==> run_1/pdn.png <==
The bar under the picture is 50 um long. Pins as bars on the die edge. Tap cells in grey.
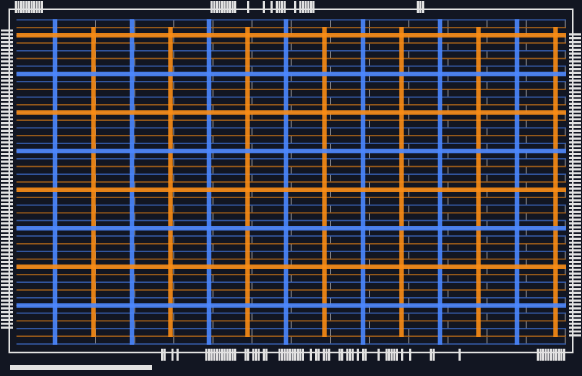
==> run_1/cell_classes.png <==
The bar under the picture is 50 um long.
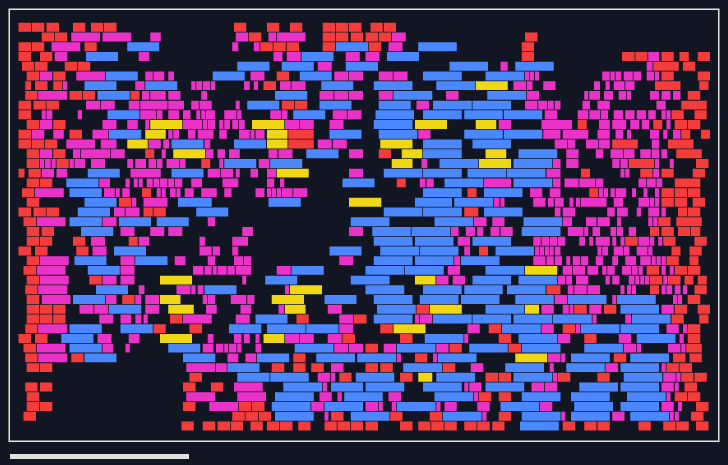
==> run_1/clock_map.png <==
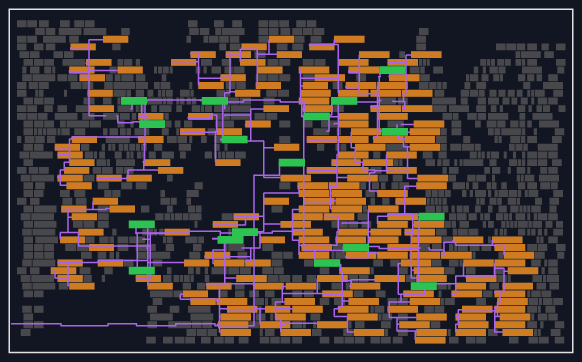
`src/rtl/musa_pkg.sv`:
```
// rtl/musa_pkg.sv - shared MUSA datapath types and defaults
package musa_pkg;

  // Redirect select driven by the control block.
  typedef enum logic [1:0] {
    PC_SEQ    = 2'b00,
    PC_BRANCH = 2'b01,
    PC_JUMP   = 2'b10,
    PC_RET    = 2'b11
  } pc_src_t;

  // FETCH issues requests; DISCARD waits out a request made stale by a redirect.
  typedef enum logic {
    FETCH   = 1'b0,
    DISCARD = 1'b1
  } fetch_state_t;

  localparam int unsigned DEFAULT_RESET_PC = 32'h0000_0000;

endpackage

```
`src/rtl/musa_fetch_queue.sv`:
```
// rtl/musa_fetch_queue.sv - small synchronous FIFO holding fetched {instruction, pc}
module musa_fetch_queue #(
  parameter int WIDTH = 64,
  parameter int DEPTH = 2
) (
  input  logic                         clk,
  input  logic                         rst,
  input  logic                         push,
  input  logic                         pop,
  input  logic                         flush,
  input  logic [WIDTH-1:0]             wdata,
  output logic [WIDTH-1:0]             rdata,
  output logic [$clog2(DEPTH+1)-1:0]   count,
  output logic                         empty,
  output logic                         full
);

  localparam int PTR_W = (DEPTH > 1) ? $clog2(DEPTH) : 1;
  localparam int CNT_W = $clog2(DEPTH + 1);
  localparam logic [PTR_W-1:0] LAST_PTR = PTR_W'(DEPTH - 1);

  logic [WIDTH-1:0] mem [DEPTH];
  logic [PTR_W-1:0] wr_ptr;
  logic [PTR_W-1:0] rd_ptr;
  logic             do_push;
  logic             do_pop;

  function automatic logic [PTR_W-1:0] next_ptr(input logic [PTR_W-1:0] p);
    return (p == LAST_PTR) ? '0 : p + PTR_W'(1);
  endfunction

  assign empty   = (count == '0);
  assign full    = (count == CNT_W'(DEPTH));
  assign do_pop  = pop && !empty;
  // A push into a full queue is only legal when the head leaves in the same cycle.
  assign do_push = push && (!full || do_pop);
  assign rdata   = mem[rd_ptr];

  // Pointer and occupancy bookkeeping; flush empties the queue in one cycle.
  always_ff @(posedge clk or posedge rst) begin
    if (rst) begin
      wr_ptr <= '0;
      rd_ptr <= '0;
      count  <= '0;
    end else if (flush) begin
      wr_ptr <= '0;
      rd_ptr <= '0;
      count  <= '0;
    end else begin
      if (do_push) wr_ptr <= next_ptr(wr_ptr);
      if (do_pop)  rd_ptr <= next_ptr(rd_ptr);
      case ({do_push, do_pop})
        2'b10:   count <= count + CNT_W'(1);
        2'b01:   count <= count - CNT_W'(1);
        default: count <= count;
      endcase
    end
  end

  // Entry storage; contents are only observed while the queue is non-empty.
  always_ff @(posedge clk) begin
    if (do_push && !flush) mem[wr_ptr] <= wdata;
  end

endmodule

```
`src/rtl/musa_fetch_stage.sv`:
```
// rtl/musa_fetch_stage.sv - MUSA instruction fetch stage with redirect and discard handling
module musa_fetch_stage #(
  parameter int          DATA_WIDTH = 32,
  parameter int          ADDR_WIDTH = 32,
  parameter int          QDEPTH     = 2,
  parameter int unsigned RESET_PC   = musa_pkg::DEFAULT_RESET_PC
) (
  input  logic                  clk,
  input  logic                  rst,
  input  logic [1:0]            pc_src,
  input  logic [ADDR_WIDTH-1:0] branch_target,
  input  logic [ADDR_WIDTH-1:0] jump_target,
  input  logic [ADDR_WIDTH-1:0] ret_addr,
  input  logic                  stall,
  output logic                  imem_req,
  output logic [ADDR_WIDTH-1:0] imem_addr,
  input  logic                  imem_ack,
  input  logic [DATA_WIDTH-1:0] imem_rdata,
  output logic                  if_valid,
  output logic [DATA_WIDTH-1:0] if_instruction,
  output logic [ADDR_WIDTH-1:0] if_pc,
  output logic [ADDR_WIDTH-1:0] if_pc_plus1
);

  import musa_pkg::*;

  localparam int ENTRY_W = DATA_WIDTH + ADDR_WIDTH;
  localparam int CNT_W   = $clog2(QDEPTH + 1);
  localparam logic [ADDR_WIDTH-1:0] PC_ONE = ADDR_WIDTH'(1);

  fetch_state_t          state;
  logic [ADDR_WIDTH-1:0] pc;
  logic [ADDR_WIDTH-1:0] discard_addr;
  logic [ADDR_WIDTH-1:0] target;
  logic                  redirect;
  logic                  accept;
  logic                  q_push;
  logic                  q_pop;
  logic [ENTRY_W-1:0]    q_head;
  logic [CNT_W-1:0]      q_count;
  logic                  q_empty;
  logic                  q_full;
  logic [DATA_WIDTH-1:0] head_instr;
  logic [ADDR_WIDTH-1:0] head_pc;

  assign redirect = (pc_src != PC_SEQ);

  // Select the redirect target for the current pc_src.
  always_comb begin
    target = pc;
    case (pc_src)
      PC_BRANCH: target = branch_target;
      PC_JUMP:   target = jump_target;
      PC_RET:    target = ret_addr;
      default:   target = pc;
    endcase
  end

  // A stale request in DISCARD must be completed even though the queue was flushed.
  assign imem_req  = !rst && ((state == DISCARD) || !q_full);
  assign imem_addr = (state == DISCARD) ? discard_addr : pc;
  assign accept    = imem_req && imem_ack;

  assign q_push = (state == FETCH) && accept && !redirect;
  assign q_pop  = if_valid && !stall && !redirect;

  // PC and fetch state machine; redirect outranks acks, stall and sequential advance.
  always_ff @(posedge clk or posedge rst) begin
    if (rst) begin
      state        <= FETCH;
      pc           <= ADDR_WIDTH'(RESET_PC);
      discard_addr <= '0;
    end else if (redirect) begin
      pc <= target;
      if (state == FETCH) begin
        if (imem_req && !imem_ack) begin
          state        <= DISCARD;
          discard_addr <= pc;
        end
      end else if (imem_ack) begin
        state <= FETCH;
      end
    end else if (state == DISCARD) begin
      if (imem_ack) state <= FETCH;
    end else if (accept) begin
      pc <= pc + PC_ONE;
    end
  end

  musa_fetch_queue #(
    .WIDTH (ENTRY_W),
    .DEPTH (QDEPTH)
  ) u_queue (
    .clk   (clk),
    .rst   (rst),
    .push  (q_push),
    .pop   (q_pop),
    .flush (redirect),
    .wdata ({imem_rdata, pc}),
    .rdata (q_head),
    .count (q_count),
    .empty (q_empty),
    .full  (q_full)
  );

  assign head_instr = q_head[ENTRY_W-1:ADDR_WIDTH];
  assign head_pc    = q_head[ADDR_WIDTH-1:0];

  // Head fields read as zero whenever nothing valid is presented.
  assign if_valid       = !q_empty;
  assign if_instruction = q_empty ? '0 : head_instr;
  assign if_pc          = q_empty ? '0 : head_pc;
  assign if_pc_plus1    = q_empty ? '0 : head_pc + PC_ONE;

  // Occupancy never exceeds the configured depth.
  a_no_overflow: assert property (@(posedge clk) disable iff (rst)
    q_count <= CNT_W'(QDEPTH));

endmodule

```
`config.mk`:
```
export PLATFORM = sky130hd
export DESIGN_NAME = musa_fetch_stage
export DESIGN_NICKNAME = d
export VERILOG_FILES = /design/src/rtl/musa_pkg.sv /design/src/rtl/musa_fetch_queue.sv /design/src/rtl/musa_fetch_stage.sv
export SDC_FILE = /design/constraint.sdc
export NUM_CORES = 1
export LEC_CHECK = 0
export CORE_ASPECT_RATIO = 0.6
export CORE_MARGIN = 2
export CORE_UTILIZATION = 45
export CTS_CLUSTER_SIZE = 28
export DETAILED_ROUTE_END_ITERATION = 8
export PLACE_DENSITY = 0.78
export SKIP_LAST_GASP = 1
export SLEW_MARGIN = 10
export SYNTH_ARGS = -nofsm -noshare
export SYNTH_HDL_FRONTEND = slang
export SYNTH_SLANG_ARGS = --single-unit
```
`constraint.sdc`:
```
create_clock -name clk -period 4.1 [get_ports clk]
set_input_delay 0.82 -clock clk [delete_from_list [all_inputs] [get_ports clk]]
set_output_delay 0.82 -clock clk [all_outputs]
set_load 0.05 [all_outputs]
```
==> results.json, run 1 <==
{
  "cts_tree": "yes",
  "crit_type": "flip-flop to output pin",
  "grt_pass1_wl_mm": 42.8,
  "p_leak_nw": 4.76,
  "most_common_cell": "edfxtp_1",
  "cts_hold_buf": 0,
  "synthAoiAreaFrac": 0.0504,
  "use_met3": 0.0608,
  "die_h_um": 120,
  "firstDrtPassIters": 5,
  "nMultiInputCombCells": 543,
  "cts_root_buf": "clkbuf_16",
  "synthMuxAreaShare": 0.191,
  "comb_share": 0.315,
  "combGateArea_mm2": 0.00438,
  "cp.depth": 7,
  "grt_use_total": 0.241,
  "adder_share": 0.00246,
  "ys_ff": 197,
  "num_rows": 42,
  "setup_tns_ns": 0,
  "top_area_cell": "edfxtp_1",
  "worstPathMaxFanout": 18,
  "flops": 197,
  "syn-cell-area_mm2": 0.0102,
  "powerSeq_w": 0.00248,
  "timing.fmax_mhz": 253,
  "final-seq-area_mm2": 0.00558,
  "synth.distinct_cells": 72,
  "top_cells_by_area": "edfxtp_1 38%, dfrtp_1 17%, mux2i_1 6.8%, mux4_2 5.3%, mux2_2 3.7%",
  "lay_top_count": "clkdlybuf4s50_1",
  "comb_power_share": 0.202,
  "wirelength_mm": 28.4,
  "worstReg2RegEnd": "pc[16]",
  "dr.first_iter.drc_count": 577,
  "seq_share": 0.401,
  "hold_path.startpoint": "discard_addr[21]",
  "synth-xor-area-share": 0.0293,
  "intPower_w": 0.00365,
  "drc": 0,
  "regMostFlops": "u_queue.mem",
  "vias": 7629,
  "min_period_ns": 3.95,
  "maxSlewHeadroom": 0.369,
  "warning_count": 26,
  "power_w": 0.00536,
  "antenna_found_initial": 1,
  "signal_buffers": 282,
  "dp_hpwl_mm": 21.0,
  "largest_register_ffs": 128,
  "via_per_inst": 5.56,
  "async_reset_ff_frac": 0.350,
  "synth_cells": 799,
  "r2r_cells": 5,
  "holdPathStages": 1,
  "clkPwrFrac": 0.335,
  "area_growth_pct": 36.7,
  "cp-end-kind": "output pin",
  "ff_type": "edfxtp_1",
  "gp_congestion": 0.875,
  "rsz0062_at_grt": "false",
  "grt_overflow_total": 0,
  "grtUsageMet2": 0.342,
  "htreeDepth": 4,
  "buffer_area_frac": 0.206,
  "syn_area_per_cell_um2": 12.7,
  "hold_violations": 0,
  "clockBufferDepth": 2,
  "setup-violations-final": 0,
  "clock_power_w": 0.00180,
  "hold_path.class": "flip-flop to flip-flop",
  "numCtsBuffers": 17,
  "gr-max-usage-layer": "met1",
  "fp.coreArea_mm2": 0.0221,
  "seqPwrFrac": 0.463,
  "netlist.area_leader.share": 0.378,
  "drv_cap": 0,
  "final-clk-cell-share": 0.0477,
  "nFillCells": 1643,
  "hold_end": "discard_addr[21]",
  "simple_gate_share": 0.153,
  "inverters_excl_clock": 9,
  "ys_seq_frac": 0.548,
  "cp_slowest_cell": "clkdlybuf4s50_1",
  "ys_warn_count": 0,
  "p_sw_frac": 0.319,
  "netlist_top_cells_count": "128 x edfxtp_1, 96 x nor2_1, 69 x dfrtp_1, 69 x mux2i_1, 39 x nand2_1",
  "wl_per_cell_um": 20.7,
  "edf_count": 128,
  "fp_nets": 935,
  "yosys_area_mm2": 0.0102,
  "comb-power_w": 0.00108,
  "final_cell_mix": "239 x clkdlybuf4s50_1, 128 x edfxtp_1, 94 x nor2_1",
  "crit_arrival_ns": 3.13,
  "clock.latency.late_pin_ns": 0.45,
  "topCombFamilyByArea": "multiplexers",
  "placed_cell_area_mm2": 0.0132,
  "worstPathRequired_ns": 3.28,
  "ant_nets": 0,
  "grt_pass1_vias": 7277,
  "crit_path_max_incr_delay_ns": 0.83,
  "n_antenna_cell": 0,
  "grtUsageMet1": 0.373,
  "top_regs": "u_queue.mem: 128 flops, discard_addr: 32 flops, pc: 32 flops",
  "crit_path_end": "if_pc_plus1[15]",
  "largestPowerGroup": "registers",
  "outcome": "finished clean",
  "slew_violations": 0,
  "post-cts-setup-buffers": 0,
  "p_sw_w": 0.00171,
  "grt_start_max_net_pins": 65,
  "ios": 264,
  "nClkBuffers": 17,
  "final_nets": 1186,
  "cts.sinks": 197
}
About pdn.png:
net	colour
VSS	blue
VDD	orange
met1 rails	43
tap cells	308
signal pins	264
met5 straps	8
rows	42

About cell_classes.png:
class	colour	cells	share of their area
other buffers and delay cells	red	282	21%
all other logic	magenta	552	33%
clock drivers and dummy loads	yellow	32	4.9%
flip-flops	blue	197	41%

About clock_map.png:
[cells driving clock nets] green | count: 17
[clock wires] purple | length: 2170 um
[flip-flops] orange | count: 197
flops lie	all over the die

run 1: routing by layer:
metal | wire length, um | share of wire
met1 | 14000 | 0.49
met2 | 11800 | 0.41
met3 | 2450 | 0.086
met4 | 217 | 0.0076
met5 | 16 | 0.00056
run 1: through the flow:
stage | util | setup WS (ns) | hold slack, ns | cells
6_report | 0.628 | 0.150 | 0.484 | 1371
5_1_grt | 0.628 | 0.0168 | 0.499 | 1371
2_1_floorplan | - | 0.0353 | 0.437 | 799
4_1_cts | 0.627 | 0.0404 | 0.490 | 1370
3_5_place_dp | 0.597 | 0.531 | 0.471 | 1338
3_3_place_gp | 0.597 | 0.571 | 0.461 | 1338
==> run_1/final_placement.png <==
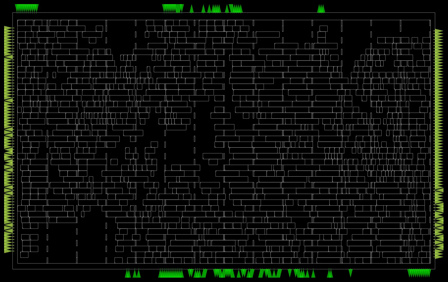

==> run 1 -> run 2 <==
CELL_PAD_IN_SITES_DETAIL_PLACEMENT = 0   (was default)
CELL_PAD_IN_SITES_GLOBAL_PLACEMENT = 1   (was default)
CORE_UTILIZATION = 46   (was 45)
DONT_BUFFER_PORTS = 1   (was default)
PLACE_DENSITY = default   (was 0.78)
PLACE_DENSITY_LB_ADDON = 0.1   (was default)
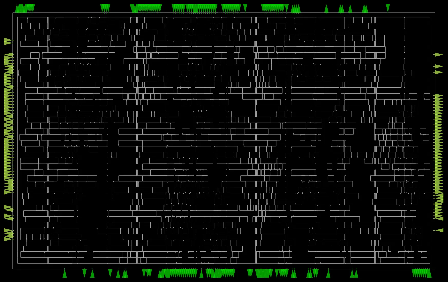
(run_2/final_placement.png)
final non-filler cell total: 1150
Seq cells: 197
final core utilization: 0.531
row cnt: 42
Tap Count: 286

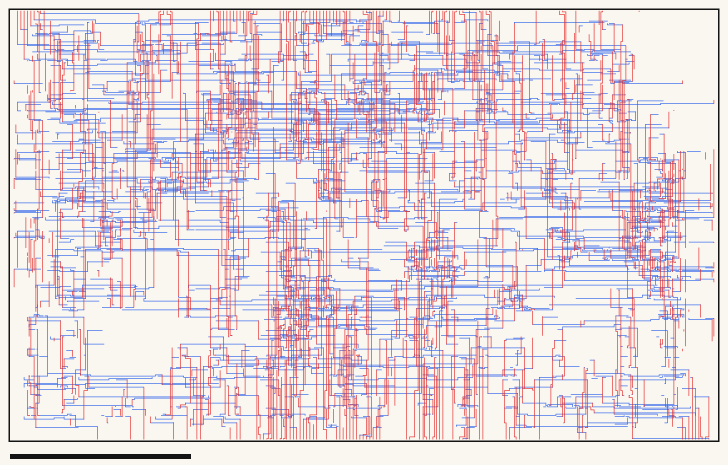
(run_2/metal_stack.png)
The bar under the picture is 50 um long. Two of the layers only.
layer	colour	wire length
met2	red	11700 um
met1	blue	12200 um

==> run 2 against run 1 <==
  * Sequential share of layout area is 7.9 points higher
  * Utilization is 9.7 points lower
  * Final area is 16% lower
  * Fmax hardly changed
  * Clock skew hardly changed
  * Die area is 2.1% lower
==> results.json, run 2 <==
{
  "outcome": "finished clean",
  "top_regs": "u_queue.mem: 128 flops, discard_addr: 32 flops, pc: 32 flops",
  "rsz0062_at_grt": "true",
  "p_sw_frac": 0.305,
  "seqPwrFrac": 0.499,
  "wl_per_cell_um": 22.6,
  "cp-end-kind": "output pin",
  "timing.fmax_mhz": 253,
  "fp.coreArea_mm2": 0.0219,
  "via_per_inst": 5.91,
  "setup-violations-final": 0,
  "ys_ff": 197,
  "layout_setup_ws_ns": 0.153,
  "crit_type": "flip-flop to output pin",
  "ff_type": "edfxtp_1",
  "drv_cap": 0,
  "synth_cells": 799,
  "syn-cell-area_mm2": 0.0102,
  "vias": 6798,
  "drc": 0,
  "largestPowerGroup": "registers",
  "cts_hold_buf": 0,
  "cts_root_buf": "clkbuf_16",
  "powerSeq_w": 0.00245,
  "area_growth_pct": 14.2,
  "place_inst": 1117,
  "synth.distinct_cells": 72,
  "placed_cell_area_mm2": 0.0110,
  "grtUsageMet1": 0.336,
  "crit_path_max_incr_delay_ns": 0.63,
  "async_reset_ff_frac": 0.350,
  "yosys_area_mm2": 0.0102,
  "hold_path.class": "input pin to flip-flop",
  "maxSlewHeadroom": 0.277,
  "grt_start_max_net_pins": 46,
  "setup_tns_ns": 0,
  "dr_wl_met3_mm": 1.87,
  "ant_nets": 0,
  "netlist_top_cells_count": "128 x edfxtp_1, 96 x nor2_1, 69 x dfrtp_1, 69 x mux2i_1, 39 x nand2_1",
  "wirelength_mm": 26.0,
  "warning_count": 27,
  "die_h_um": 119,
  "synth-xor-area-share": 0.0293,
  "ys_warn_count": 0,
  "comb_power_share": 0.168,
  "adder_share": 0.00246,
  "htreeDepth": 4,
  "clkPwrFrac": 0.333,
  "gp_congestion": 0.862,
  "slew_violations": 0,
  "nFillCells": 1882,
  "synthAoiAreaFrac": 0.0504,
  "antenna_found_initial": 0,
  "grtUsageMet2": 0.332,
  "clock_power_w": 0.00163,
  "grt_pass1_vias": 6833,
  "gr-max-usage-layer": "met1",
  "largest_register_ffs": 128,
  "clock.latency.late_pin_ns": 0.45,
  "numCtsBuffers": 17,
  "dr.first_iter.drc_count": 476,
  "comb-power_w": 0.000823,
  "worstPathRequired_ns": 3.28,
  "min_period_ns": 3.95,
  "lay_top_count": "edfxtp_1",
  "hold_slack_ns": 0.455,
  "fp_nets": 935,
  "most_common_cell": "edfxtp_1",
  "topCombFamilyByArea": "multiplexers",
  "power_w": 0.00490,
  "simple_gate_share": 0.153,
  "final_cell_mix": "128 x edfxtp_1, 93 x nor2_1, 80 x buf_4",
  "post-cts-setup-buffers": 0,
  "use_met3": 0.0646,
  "highest_layer": "met4",
  "clockBufferDepth": 2,
  "pre_cts_ws_ns": 0.481,
  "dp_hpwl_mm": 19.3,
  "ios": 264,
  "wl_met1_mm": 12.2,
  "worstPathMaxFanout": 22,
  "synthMuxAreaShare": 0.191,
  "met2WireLength_mm": 11.7,
  "edf_count": 128,
  "grt_use_total": 0.228,
  "intPower_w": 0.00341,
  "grt_pass1_wl_mm": 40.1,
  "ys_seq_frac": 0.548
}
-- run 2: cell counts after synthesis --
Identical to the previous run, type by type.
-- run 2: worst paths after layout --
path                                       start                to  slack, ns  cells past startpoint
min in group asynchronous                    rst             pc[5]       0.48                      1
worst min-delay path                   pc_src[1]            pc[31]       0.46                      1
worst min register to register  discard_addr[17]  discard_addr[17]       0.48                      1
worst max-delay path              u_queue.rd_ptr   if_pc_plus1[26]       0.15                      6
worst max register to register             pc[2]            pc[15]       1.50                      5
max in group asynchronous                    rst  discard_addr[27]       2.71                      2
-- run 2: cell type report --
class                      instances  area (um^2)  area share
timing repair buffer              83          668      0.0575
multi-input combinational        543         4410       0.380
tap                              286          358      0.0308
sequential                       197         5580       0.480
inverter                           9         33.8     0.00291
clock inverter                    14          144      0.0124
clock buffer                      18          429      0.0369
==> run_2/pdn.png <==
The bar under the picture is 50 um long. Pins as bars on the die edge. Tap cells in grey.
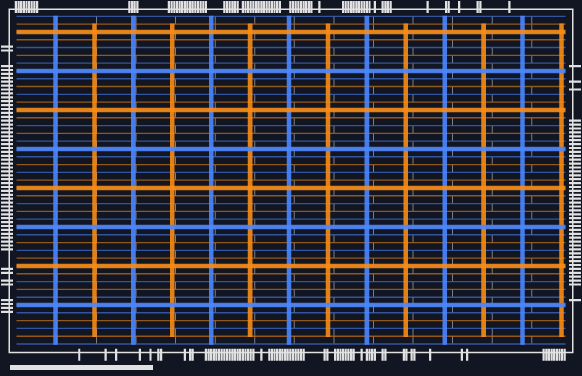

==> run 2 -> run 3 <==
CORE_MARGIN = 4   (was 2)
SYNTH_HIERARCHICAL = 1   (was default)
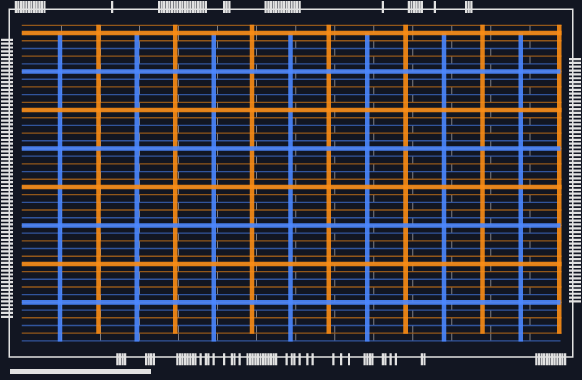
(run_3/pdn.png)
The bar under the picture is 50 um long. Pins as bars on the die edge. Tap cells in grey.
net	colour
VDD	orange
VSS	blue
met1 rails	42
tap cells	279

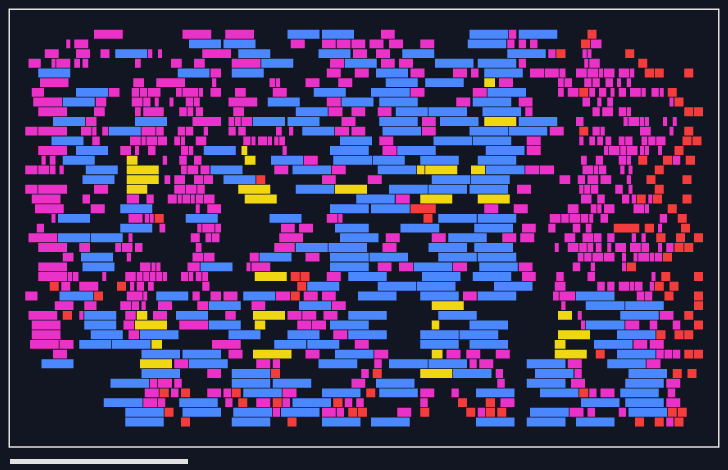
(run_3/cell_classes.png)
The bar under the picture is 50 um long.
class	colour	cells	share of their area
other buffers and delay cells	red	95	6.6%
clock drivers and dummy loads	yellow	32	5.2%
all other logic	magenta	516	38%
flip-flops	blue	197	50%

==> run 3 against run 2 <==
  * Worst hold slack got worse by 0.25 ns
  * Global-route usage fell by 0.96 points
  * Critical path depth rose by 2
  * Largest power group unchanged
  * Clock power barely moved
  * Total power fell by 1.8%
==> results.json, run 3 <==
{
  "ff_type": "edfxtp_1",
  "crit_type": "flip-flop to output pin",
  "grt_use_total": 0.218,
  "cts_hold_buf": 0,
  "die_h_um": 122,
  "clock.latency.late_pin_ns": 0.43,
  "place_inst": 1087,
  "outcome": "finished clean",
  "cts_root_buf": "clkbuf_16",
  "setup_tns_ns": 0,
  "flops": 197,
  "clock_power_w": 0.00165,
  "synthMuxAreaShare": 0.207,
  "layout_setup_ws_ns": 0.274,
  "clkPwrFrac": 0.342,
  "drc": 0,
  "gp_congestion": 0.827,
  "antenna_found_initial": 2,
  "slew_violations": 0,
  "hold_slack_ns": 0.206,
  "grtUsageMet1": 0.336,
  "timing.fmax_mhz": 261,
  "warning_count": 26,
  "power_w": 0.00482,
  "met2WireLength_mm": 11.4,
  "ant_nets": 0,
  "maxSlewHeadroom": 0.316,
  "setup-violations-final": 0,
  "final-clk-cell-share": 0.0505,
  "r2r_cells": 7,
  "wl_per_cell_um": 23.7,
  "comb-power_w": 0.000721,
  "signal_buffers": 95,
  "vias": 6477,
  "synth_cells": 758,
  "comb_power_share": 0.150,
  "nFillCells": 1789,
  "htreeDepth": 4,
  "fp.coreArea_mm2": 0.0212,
  "buffer_area_frac": 0.0640,
  "edf_count": 128,
  "numCtsBuffers": 17,
  "worstPathMaxFanout": 14,
  "wl_met1_mm": 12.8,
  "top_regs": "u_queue/mem: 128 flops, discard_addr: 32 flops, pc: 32 flops",
  "largest_register_ffs": 128,
  "cp-end-kind": "output pin",
  "synthAoiAreaFrac": 0.0247,
  "powerSeq_w": 0.00245,
  "hold_path.class": "input pin to asynchronous set/reset pin",
  "placed_cell_area_mm2": 0.0109,
  "p_sw_frac": 0.296,
  "dp_hpwl_mm": 19.8,
  "drv_cap": 0,
  "nClkBuffers": 17,
  "num_rows": 41,
  "stdcell_count": 1119,
  "ys_ff": 197,
  "synth-xor-area-share": 0.0471,
  "most_common_cell": "edfxtp_1",
  "grt_pass1_wl_mm": 40.1
}
-- run 3: cell types whose count changed after synthesis, moves of 15 or more --
cell / delta
mux2_2: +91
mux2i_1: -61
nor2b_1: +58
nor2_1: -45
mux2_1: -29
xnor2_1: +17
buf_2: -15
-- run 3: path summary, 6_finish.rpt --
check	startpoint	end	slack (ns)
min in group clk	imem_ack	state	0.47
worst max-delay path	u_queue/rd_ptr	if_pc_plus1[24]	0.27
worst min register to register	discard_addr[0]	discard_addr[0]	0.51
worst max register to register	u_queue/count[0]	pc[30]	0.85
worst min-delay path	rst	u_queue/count[1]	0.21
max in group asynchronous	rst	discard_addr[20]	2.75
Power and IR drop assume default switching activity.
